`config.mk`:
```
export PLATFORM = sky130hd
export DESIGN_NAME = i2s_tx_stream
export DESIGN_NICKNAME = d
export VERILOG_FILES = /design/src/rtl/i2s_tx_pkg.sv /design/src/rtl/i2s_sample_fifo.sv /design/src/rtl/i2s_tx_stream.sv
export SDC_FILE = /design/constraint.sdc
export NUM_CORES = 1
export LEC_CHECK = 0
export ABC_CLOCK_PERIOD_IN_PS = 4050
export CAP_MARGIN = 15
export CELL_PAD_IN_SITES_DETAIL_PLACEMENT = 1
export CELL_PAD_IN_SITES_GLOBAL_PLACEMENT = 1
export CORE_AREA = 2 2 207 209
export CTS_CLUSTER_DIAMETER = 60
export CTS_CLUSTER_SIZE = 16
export DETAILED_ROUTE_END_ITERATION = 10
export DIE_AREA = 0 0 209 211
export PLACE_DENSITY = 0.88
export SYNTH_ARGS = -nofsm -noshare
export SYNTH_HDL_FRONTEND = slang
export SYNTH_SLANG_ARGS = --single-unit
export TNS_END_PERCENT = 100
```
`constraint.sdc`:
```
create_clock -name clk -period 4.05 [get_ports clk]
set_clock_uncertainty 0.05 [all_clocks]
set_input_delay 0.6075 -clock clk [delete_from_list [all_inputs] [get_ports clk]]
set_output_delay 0.6075 -clock clk [all_outputs]
set_load 0.05 [all_outputs]
```
`src/rtl/i2s_tx_pkg.sv`:
```
// Shared types and helpers for the I2S transmitter: FSM encoding, derived widths, frame packing.
package i2s_tx_pkg;

    typedef enum logic {
        ST_IDLE = 1'b0,
        ST_RUN  = 1'b1
    } state_e;

    localparam int unsigned MAX_SLOT_W = 64;

    function automatic int unsigned clog2_min1(input int unsigned v);
        return (v > 1) ? $clog2(v) : 1;
    endfunction

    function automatic int unsigned fill_w(input int unsigned depth);
        return $clog2(depth) + 1;
    endfunction

    // Left-justify each sample in its slot and concatenate {L, pad, R, pad}.
    function automatic logic [2*MAX_SLOT_W-1:0] pack_frame(
        input logic [MAX_SLOT_W-1:0] l,
        input logic [MAX_SLOT_W-1:0] r,
        input int unsigned           pad_w,
        input int unsigned           slot_w
    );
        logic [MAX_SLOT_W-1:0]   l_slot;
        logic [MAX_SLOT_W-1:0]   r_slot;
        logic [2*MAX_SLOT_W-1:0] f;
        l_slot = l << pad_w;
        r_slot = r << pad_w;
        f = ({{MAX_SLOT_W{1'b0}}, l_slot} << slot_w) | {{MAX_SLOT_W{1'b0}}, r_slot};
        return f;
    endfunction

endpackage

```
`src/rtl/i2s_sample_fifo.sv`:
```
// Synchronous frame FIFO with first-word-fall-through read and occupancy count.
module i2s_sample_fifo
    import i2s_tx_pkg::*;
#(
    parameter int unsigned DATA_W = 32,
    parameter int unsigned DEPTH  = 16
) (
    input  logic                      clk,
    input  logic                      rst,
    input  logic                      i_push,
    input  logic [DATA_W-1:0]         i_wdata,
    input  logic                      i_pop,
    output logic [DATA_W-1:0]         o_rdata,
    output logic [fill_w(DEPTH)-1:0]  o_count,
    output logic                      o_empty
);

    localparam int unsigned PTR_W = $clog2(DEPTH);
    localparam int unsigned CNT_W = fill_w(DEPTH);

    logic [DATA_W-1:0] r_mem [DEPTH];
    logic [PTR_W-1:0]  r_wr_ptr;
    logic [PTR_W-1:0]  r_rd_ptr;
    logic [CNT_W-1:0]  r_count;

    always_ff @(posedge clk) begin
        if (i_push) begin
            r_mem[r_wr_ptr] <= i_wdata;
        end
    end

    // Pointers wrap naturally because DEPTH is a power of two.
    always_ff @(posedge clk) begin
        if (rst) begin
            r_wr_ptr <= '0;
            r_rd_ptr <= '0;
            r_count  <= '0;
        end else begin
            if (i_push) r_wr_ptr <= r_wr_ptr + PTR_W'(1);
            if (i_pop)  r_rd_ptr <= r_rd_ptr + PTR_W'(1);
            case ({i_push, i_pop})
                2'b10:   r_count <= r_count + CNT_W'(1);
                2'b01:   r_count <= r_count - CNT_W'(1);
                default: r_count <= r_count;
            endcase
        end
    end

    assign o_rdata = r_mem[r_rd_ptr];
    assign o_count = r_count;
    assign o_empty = (r_count == '0);

endmodule

```
`src/rtl/i2s_tx_stream.sv`:
```
// I2S transmitter: FIFO-buffered stereo frames serialised as BCLK/LRCLK/SDATA from the system clock.
// Define I2S_TX_HOLD_LAST_EN to repeat the last popped frame on underrun instead of muting.
module i2s_tx_stream
    import i2s_tx_pkg::*;
#(
    parameter int unsigned SAMPLE_W   = 16,
    parameter int unsigned SLOT_W     = 16,
    parameter int unsigned FIFO_DEPTH = 16,
    parameter int unsigned BCLK_HALF  = 8,
    parameter int unsigned LOW_WATER  = 4
) (
    input  logic                          clk,
    input  logic                          rst,
    input  logic                          enable,
    input  logic                          in_valid,
    input  logic [2*SAMPLE_W-1:0]         in_data,
    output logic                          in_ready,
    output logic [fill_w(FIFO_DEPTH)-1:0] fill,
    output logic                          refill_req,
    output logic                          underrun,
    input  logic                          underrun_clr,
    output logic                          bclk,
    output logic                          lrclk,
    output logic                          sdata
);

    localparam int unsigned DATA_W  = 2 * SAMPLE_W;
    localparam int unsigned FRAME_W = 2 * SLOT_W;
    localparam int unsigned CNT_W   = fill_w(FIFO_DEPTH);
    localparam int unsigned PH_W    = clog2_min1(BCLK_HALF);
    localparam int unsigned B_W     = clog2_min1(FRAME_W);
    localparam logic [B_W-1:0] B_LAST = B_W'(FRAME_W - 1);

    state_e             r_state;
    logic [PH_W-1:0]    r_phase;
    logic [B_W-1:0]     r_b;
    logic               r_bclk;
    logic               r_lrclk;
    logic               r_sdata;
    logic               r_dly;
    logic [FRAME_W-1:0] r_shift;
    logic               r_underrun;
    logic               r_refill;

    logic [DATA_W-1:0]  w_rdata;
    logic [DATA_W-1:0]  w_src;
    logic [FRAME_W-1:0] w_frame;
    logic [CNT_W-1:0]   w_fill;
    logic               w_empty;
    logic               w_push;
    logic               w_wrap;
    logic               w_load;
    logic               w_pop;
    logic [B_W-1:0]     w_b_next;

    assign in_ready = (w_fill < CNT_W'(FIFO_DEPTH));
    assign w_push   = in_valid && in_ready;
    assign w_wrap   = (r_phase == PH_W'(BCLK_HALF - 1));
    assign w_b_next = (r_b == B_LAST) ? '0 : r_b + B_W'(1);
    // A load happens on the fall entering b=0 while still enabled.
    assign w_load   = (r_state == ST_RUN) && w_wrap && r_bclk && (r_b == B_LAST) && enable;
    assign w_pop    = w_load && !w_empty;

    i2s_sample_fifo #(
        .DATA_W (DATA_W),
        .DEPTH  (FIFO_DEPTH)
    ) u_fifo (
        .clk     (clk),
        .rst     (rst),
        .i_push  (w_push),
        .i_wdata (in_data),
        .i_pop   (w_pop),
        .o_rdata (w_rdata),
        .o_count (w_fill),
        .o_empty (w_empty)
    );

`ifdef I2S_TX_HOLD_LAST_EN
    logic [DATA_W-1:0] r_last;

    always_ff @(posedge clk) begin
        if (rst) begin
            r_last <= '0;
        end else if (w_pop) begin
            r_last <= w_rdata;
        end
    end

    assign w_src = w_empty ? r_last : w_rdata;
`else
    assign w_src = w_empty ? '0 : w_rdata;
`endif

    assign w_frame = FRAME_W'(pack_frame(MAX_SLOT_W'(w_src[DATA_W-1:SAMPLE_W]),
                                         MAX_SLOT_W'(w_src[SAMPLE_W-1:0]),
                                         SLOT_W - SAMPLE_W, SLOT_W));

    always_ff @(posedge clk) begin
        if (rst) begin
            r_state    <= ST_IDLE;
            r_phase    <= '0;
            r_b        <= B_LAST;
            r_bclk     <= 1'b0;
            r_lrclk    <= 1'b1;
            r_sdata    <= 1'b0;
            r_dly      <= 1'b0;
            r_shift    <= '0;
            r_underrun <= 1'b0;
            r_refill   <= 1'b0;
        end else begin
            r_phase  <= w_wrap ? '0 : r_phase + PH_W'(1);
            r_refill <= (w_fill <= CNT_W'(LOW_WATER)) && (r_state == ST_RUN);

            // A fresh underrun wins over a same-cycle clear.
            if (w_load && w_empty) begin
                r_underrun <= 1'b1;
            end else if (underrun_clr) begin
                r_underrun <= 1'b0;
            end

            case (r_state)
                ST_IDLE: begin
                    if (w_wrap && enable) begin
                        r_state <= ST_RUN;
                        r_bclk  <= 1'b1;
                    end
                end
                ST_RUN: begin
                    if (w_wrap) begin
                        r_bclk <= !r_bclk;
                        if (r_bclk) begin
                            if ((r_b == B_LAST) && !enable) begin
                                r_state <= ST_IDLE;
                                r_b     <= B_LAST;
                                r_lrclk <= 1'b1;
                                r_sdata <= 1'b0;
                                r_dly   <= 1'b0;
                            end else begin
                                r_b     <= w_b_next;
                                r_lrclk <= (w_b_next >= B_W'(SLOT_W));
                                // sdata lags the frame by one BCLK through r_dly.
                                r_sdata <= r_dly;
                                if (r_b == B_LAST) begin
                                    r_dly   <= w_frame[FRAME_W-1];
                                    r_shift <= w_frame << 1;
                                end else begin
                                    r_dly   <= r_shift[FRAME_W-1];
                                    r_shift <= r_shift << 1;
                                end
                            end
                        end
                    end
                end
                default: r_state <= ST_IDLE;
            endcase
        end
    end

    assign fill       = w_fill;
    assign refill_req = r_refill;
    assign underrun   = r_underrun;
    assign bclk       = r_bclk;
    assign lrclk      = r_lrclk;
    assign sdata      = r_sdata;

endmodule

```
==> run_1/gate_families.png <==
The bar under the picture is 50 microns long.
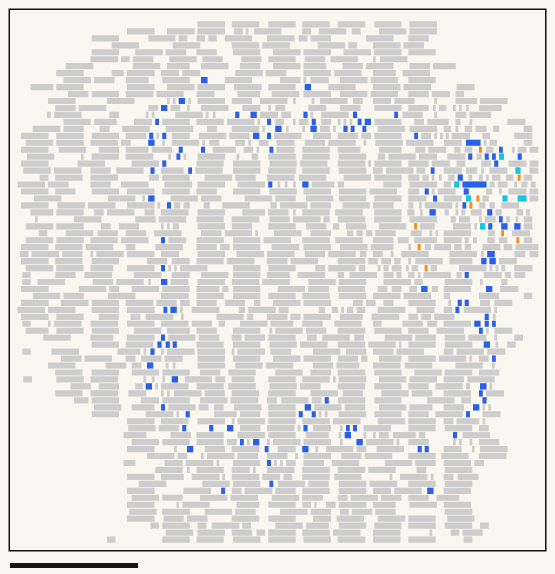
| colour | family | cells |
|---|---|---|
| orange | inverters | 9 |
| blue | inverting AOI/OAI gates | 116 |
| cyan | AND and OR gates | 7 |
Cell Count, Final, Fillers Out: 1805
logic share of the area: 22.0%
most frequent logic cell in the layout: edfxtp_1

==> run_1/metal_stack.png <==
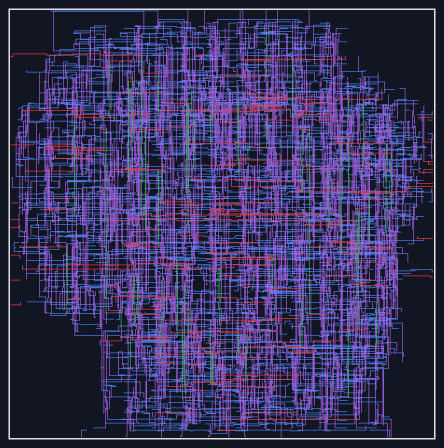
| colour | layer | wire length |
|---|---|---|
| green | met4 | 1700 microns |
| purple | met2 | 27.9 mm |
| blue | met1 | 21.2 mm |
| red | met3 | 3180 microns |
post-DR wirelength/cell: 30.0 microns
GR Util All Layers: 25.4%
via count: 11400
wirelength, routed: 54.1 mm

==> run_1/final_clocks.png <==
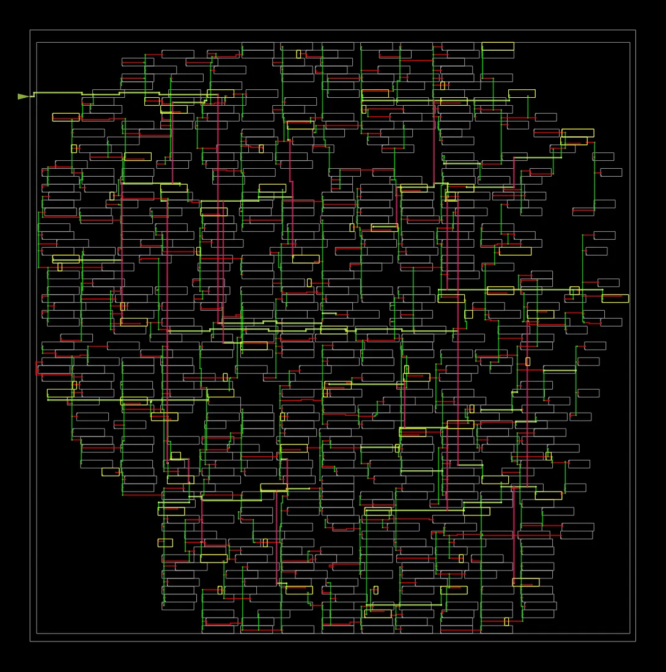
TritonCTS Buffers: 44
clock sinks: 574

==> results.txt, run 1 <==
flow finished, numbers: sequential area share after synthesis 74.1%, # placed instances ~1700, yosys cell count 1166, final period utilization between 80% and 90%, CTS tree yes, die area 44100 sq um, Critical Path Max Stage Delay ~0.4 ns, Crit-path slowest cell ha_1, Buf/Inv on CP 0, Post-CTS Setup Repair Bufs 0, VDD IR-drop max 0.402 mV, clk root buf clkbuf_16, fin nets 1281, ratio of cells with drive above 1 in the final layout 25.0%, unrepaired setup endpoints after global routing no, number of enable flip-flop cells 512, ANT nets after route 0, top-level I/O count 48, Clk pin slew, worst setup/hold paths 0.08 ns, H-tree levels 2, Most used DFF post-synth edfxtp_1, first-pass GRT wire length 81.7 mm, Area leader share 68.6%, initial antenna violation count 0, Core ar. 41800 sq um, Tool Warnings 29, flops out of synthesis ~570, CP delay by family, top adder cells, distinct lib cells 44, Area Overhead vs Synth 11.9%, Hold-fix buffers, CTS 0, DR pass1 iterations 5, Post-Syn Area 22400 sq um, GPL Wtd Cong 0.771, Syn Area/Cell 19.2 sq um, Hold WS ~0.25 ns, yosys stat chip area 22400 sq um, HP Class input pin to register, CP endpoint kind register, Max-Cap Viols 0, chip height 211 microns, area leader, netlist edfxtp_1, Synth area leaders edfxtp_1, mux4_2, dfxtp_1, vias in the first global route 12700, setup_tns 0 ns, Initial DRC Count 1073, status complete, no violations, Fin. Hold Viols 0, FFs w/ async S/R, synth 0%, Filler Cell Count 3514, most used cell, CP ha_1, Die W about 210 microns, P per Cell Area 447 nW/um^2, DR DRC count 0, CP Cell Sequence ha_1 > ha_1 > nand3_2 > a311oi_4 > ha_1 > xor2_1 > ha_1 > a41oi_2 > o221a_1 > mux2i_1 > mux2_1, synth warn 0, grt ovf 0, Worst Path Arrival 3.84 ns, Slew @ Worst Pin 0.942 ns, antenna diode count 0, Final Setup Violations 0, Static Leak 7.79 nW, most frequent cell after synthesis edfxtp_1, synth cell count leaders edfxtp_1, mux4_2, nor2_1, PostCTS Resize Cnt 0, kind of critical path register to register, critical-path maximum fanout 9, clk_lat worst skew 0.60 ns, post-DP HPWL 31.8 mm, largest net degree at the start of global routing 63, minimum clock period 3.43 ns, syn_nets 1215, Post-Synthesis Cells 1166, standard-cell row count 75, Pre-Place Util 53.7%, Worst Path Required 4.46 ns, max frequency 292 MHz, Final Max Slew Viols 0, input/output buffers 47, Slew HR approximately 37%, vias per cell around 6.3, clk buf depth 3, crit path launch type register
-- run 1: cells by family (layout without fill, tap and decap cells) --
kind of cell             Yosys count  in the layout  synth area share [%]
flip-flops                       574            574                  74.1
adder cells (fa/ha/maj)           12             12                 0.670
multiplexers                     195            195                  16.3
AND-OR/OR-AND                    121            121                  3.36
AND/OR/NAND/NOR                  175            175                  3.37
XOR/XNOR                          10             10                 0.391
buffers and inverters             79            179                  1.81
-- run 1: sequential cells by signal, indices dropped and copies added (netlist names), named ones only --
register / flops
bclk: 1
u_fifo.r_mem: 512
u_fifo.r_rd_ptr: 4
r_dly: 1
r_phase: 3
refill_req: 1
r_b: 5
r_shift: 31
r_state: 1
underrun: 1
sdata: 1
u_fifo.r_wr_ptr: 4
u_fifo.o_count: 5
-- run 1: metal layers --
| metal | part of all wire, % | GRT usage (%) |
|---|---|---|
| met3 | 5.9 | 3.66 |
| met5 | 0 | 0 |
| met2 | 52 | 43.9 |
| met1 | 39 | 33.1 |
| met4 | 3.1 | 9.70 |
-- run 1: cells in the final DEF (no fill, tap or decap), drive strengths merged, types with 5 or more instances in the layout --
master	instances
clkdlybuf4s50	46
edfxtp	512
nand3	5
nor2	94
clkinv	5
a21oi	38
a211oi	31
xor2	9
clkbuf	69
inv	11
nor3	9
nand2b	5
nor3b	5
nand2	45
mux2	62
dfxtp	62
mux4	129
ha	12
buf	44
o21ai	36
-- run 1: report_power, final --
| part | switching (mW) | total [mW] | internal (mW) |
|---|---|---|---|
| registers | 0.0228 | 6.52 | 6.50 |
| logic | 0.240 | 0.349 | 0.109 |
| clock network | 2.02 | 4.33 | 2.31 |
| total | 2.28 | 11.2 | 8.92 |
-- run 1: worst register-to-register path, stage by stage (launching register included) --
cell      delay (ns)
dfxtp_1         0.36
ha_1            0.16
ha_1            0.30
nand3_2         0.29
a311oi_4        0.36
ha_1            0.41
xor2_1          0.15
ha_1            0.23
a41oi_2         0.21
o221a_1         0.24
mux2i_1         0.21
mux2_1          0.33
-- run 1: path summary, 6_finish.rpt --
check                  start           endpoint  slack, ns  cells after the start
setup / recovery  r_phase[0]  u_fifo.o_count[4]       0.62                     11
hold / removal           rst         refill_req       0.25                      3
setup reg to reg  r_phase[0]  u_fifo.o_count[4]       0.62                     11
hold reg to reg   r_phase[0]         r_phase[0]       0.41                      1
-- run 1: final cells by class --
cell class,instances,area [sq um],share of cell area (%)
Clock buffer,69,1240,4.93
Clock inverter,11,154,0.614
Inverter,9,33.8,0.135
Multi-Input combinational cell,513,5510,22.0
Sequential cell,574,16600,66.3
Tap cell,539,674,2.69
Timing Repair Buffer,90,838,3.34
-- run 1: metrics by stage --
step	total power, mW	util, %	setup WS [ns]	instance area, sq um
6_report	11.2	60.0	0.621	25100
2_1_floorplan	6.79	-	0.321	22400
3_3_place_gp	6.97	56.7	0.708	23700
4_1_cts	11.3	60.0	0.626	25100
5_1_grt	11.5	60.0	0.361	25100
3_5_place_dp	7.00	56.7	0.637	23700
==> run 2: changes to the inputs <==
ABC_CLOCK_PERIOD_IN_PS = 3200   (was 4050)
clock period = 3.2 ns   (was 4.05 ns; I/O delays follow)
==> run 2 against run 1 <==
Synthesized cell count is the same. Clock power up 25%. Via count increased by 4.5%. Highest routed layer unchanged. Cell count is 1.0% higher. First-iteration DRC count rose by 16%. Worst setup slack got worse by 0.44 ns. Global-route usage up 1.2 points. Critical path depth decreased by 2. Total power is 26% higher.
==> results.txt, run 2 <==
flow finished, numbers: top-level I/O count 48 (unchanged), grt ovf 0 (unchanged), FFs w/ async S/R, synth 0% (unchanged), clk root buf clkbuf_16 (unchanged), R2R Setup Slk 0.18 ns (was 0.62 ns), synth warn 0 (unchanged), DR pass1 iterations 5 (unchanged), Clk pin slew, worst setup/hold paths 0.07 ns (was 0.08 ns), TritonCTS Buffers 44 (unchanged), minimum clock period 3.02 ns (was 3.43 ns), H-tree levels 2 (unchanged), Static Leak 7.86 nW (was 7.79 nW), Slew HR 45.3% (was 37.2%), Area leader share 68.6% (unchanged), CTS tree yes (unchanged), Cell Count, Final, Fillers Out 1823 (was 1805), Post-Syn Area 22400 sq um (unchanged), Final Power 14.1 mW (was 11.2 mW), min-delay src rst (unchanged), most frequent logic cell in the layout edfxtp_1 (unchanged), via count 12000 (was 11400), Tool Warnings 29 (unchanged), top flop regs u_fifo.r_mem: 512 flops, r_shift: 31 flops (unchanged), post-DP HPWL 31.1 mm (was 31.8 mm), largest net degree at the start of global routing 63 (unchanged), antenna diode count 0 (unchanged), max FFs per register 512 (unchanged), Final Setup Violations 0 (unchanged), Top reg by flops u_fifo.r_mem (unchanged), syn_nets 1215 (unchanged), CP endpoint kind register (unchanged), P per Cell Area 559 nW/um^2 (was 447 nW/um^2), clk_lat worst skew 0.60 ns (about the same), Core ar. 41800 sq um (unchanged), number of enable flip-flop cells 512 (unchanged), yosys cell count 1166 (unchanged), Post-CTS Setup Repair Bufs 0 (unchanged), Most used DFF post-synth edfxtp_1 (unchanged), GR Util All Layers 26.6% (was 25.4%), initial antenna violation count 0 (unchanged), max frequency 332 MHz (was 292 MHz), ratio of cells with drive above 1 in the final layout 26.3% (was 25.0%), clock sinks 574 (unchanged), most frequent cell after synthesis edfxtp_1 (unchanged), die area 44100 sq um (unchanged), yosys stat chip area 22400 sq um (unchanged), # placed instances 1742 (was 1725), ANT nets after route 0 (unchanged), standard-cell row count 75 (unchanged), final period utilization 94.2% (was 84.7%), post-DR wirelength/cell 31.4 microns (was 30.0 microns), clk buf depth 3 (unchanged), distinct lib cells 44 (unchanged), Filler Cell Count 3509 (was 3514), PostCTS Resize Cnt 0 (unchanged), Final Max Slew Viols 0 (unchanged), setup_tns 0 ns (unchanged), vias per cell 6.56 (was 6.34), GPL Wtd Cong 0.791 (was 0.771), DR DRC count 0 (unchanged), area leader, netlist edfxtp_1 (unchanged), unrepaired setup endpoints after global routing no (unchanged), crit path launch type register (unchanged), kind of critical path register to register (unchanged), RR Startpoint r_b[0] (was r_phase[0]), flops out of synthesis 574 (unchanged), Slew @ Worst Pin 0.821 ns (was 0.942 ns), Post-Synthesis Cells 1166 (unchanged), Fin. Hold Viols 0 (unchanged), Worst Path Required 3.61 ns (was 4.46 ns), Comb gate area 5540 sq um (was 5510 sq um), status complete, no violations (unchanged), Pre-Place Util 53.7% (unchanged), Top cells excl fill/tap edfxtp_1, mux4_2, nor2_1, mux2_2, dfxtp_1 (unchanged), CP Launch Point r_b[0] (was r_phase[0]), HP Class input pin to register (unchanged), sequential area share after synthesis 74.1% (unchanged), fin nets 1298 (was 1281), vias in the first global route 12800 (was 12700), first-pass GRT wire length 84.9 mm (was 81.7 mm), Synth area leaders edfxtp_1, mux4_2, dfxtp_1 (unchanged), synth cell count leaders edfxtp_1, mux4_2, nor2_1 (unchanged), Area Overhead vs Synth 12.6% (was 11.9%), critical-path maximum fanout 36 (was 9), Hold-fix buffers, CTS 0 (unchanged), Max-Cap Viols 0 (unchanged), wirelength, routed 57.3 mm (was 54.1 mm), Flop area 16600 sq um (about the same), Syn Area/Cell 19.2 sq um (unchanged), VDD IR-drop max 0.503 mV (was 0.402 mV), Worst Path Arrival 3.42 ns (was 3.84 ns), Initial DRC Count 1240 (was 1073)
run 2: worst paths after layout:
| path | endpoint | cells after the start |
|---|---|---|
| max reg2reg | r_shift[17] | 9 |
| max | r_shift[17] | 9 |
| min | refill_req | 3 |
| min reg2reg | r_phase[0] | 1 |
run 2: cells by family after synthesis:
kind of cell / count (synthesis) / synth area share (%)
AND-OR/OR-AND: 121 / 3.36
multiplexers: 195 / 16.3
XOR/XNOR: 10 / 0.391
adder cells (fa/ha/maj): 12 / 0.670
flip-flops: 574 / 74.1
AND/OR/NAND/NOR: 175 / 3.37
buffers and inverters: 79 / 1.81
run 2: final cells by class:
type,instances,share of cell area (%)
flip-flops and latches,574,65.9
multi-input cells,513,21.9
clock buffers,70,4.95
repair buffers,107,3.98
well taps,539,2.67
clock inverters,11,0.402
inverters,9,0.149
run 2: stage by stage:
stage,area (sq um),utilization [%],worst slack [ns],hold slack [ns]
after floorplan,22400,-,0.0211,0.354
after global placement,23900,57.2,0.270,0.362
after detailed placement,23900,57.2,0.175,0.392
after CTS,25200,60.4,0.184,0.110
after global routing,25200,60.4,0.0559,0.118
final,25200,60.4,0.184,0.131
run 2: critical path, stage by stage (launching register included):
cell and delay (ns):
dfxtp_1 0.39, ha_1 0.21, and3_1 0.17, ha_1 0.17
buf_4 0.45, inv_1 0.33, nor3b_4 0.28, buf_4 0.32
a21oi_1 0.14, a211oi_1 0.35
run 2: power breakdown:
group / internal [mW] / total (mW) / switching (mW)
registers: 8.22 / 8.25 / 0.0331
logic: 0.143 / 0.449 / 0.306
clock network: 2.79 / 5.40 / 2.60
total: 11.2 / 14.1 / 2.94
run 2: metal layers:
metal  share of wire, %  GRT usage, %  vias to the layer above  wire (microns)
met4                3.6          10.4                        0            2060
met1                 38          34.7                     6297           21600
met2                 51          45.1                      675           29200
li1                   -             -                     4829               -
met5                  0             0                        -               0
met3                7.7          4.77                      157            4420
==> run_2/pins.png <==
Pins as bars across the die edge, other pins in grey.
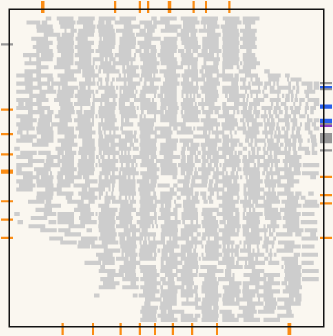
| colour | port | pins | direction | edge |
|---|---|---|---|---|
| purple | `in_ready` | 1 | output | right |
| blue | `fill` | 5 | output | right |
| orange | `in_data` | 32 | input | 10 top, 10 bottom, 8 left, 4 right |
all pins by edge: 19 right, 10 top, 10 bottom, 9 left
Die W: 209 microns
input/output buffers: 47
chip height: 211 microns

Power and IR drop assume default switching activity.
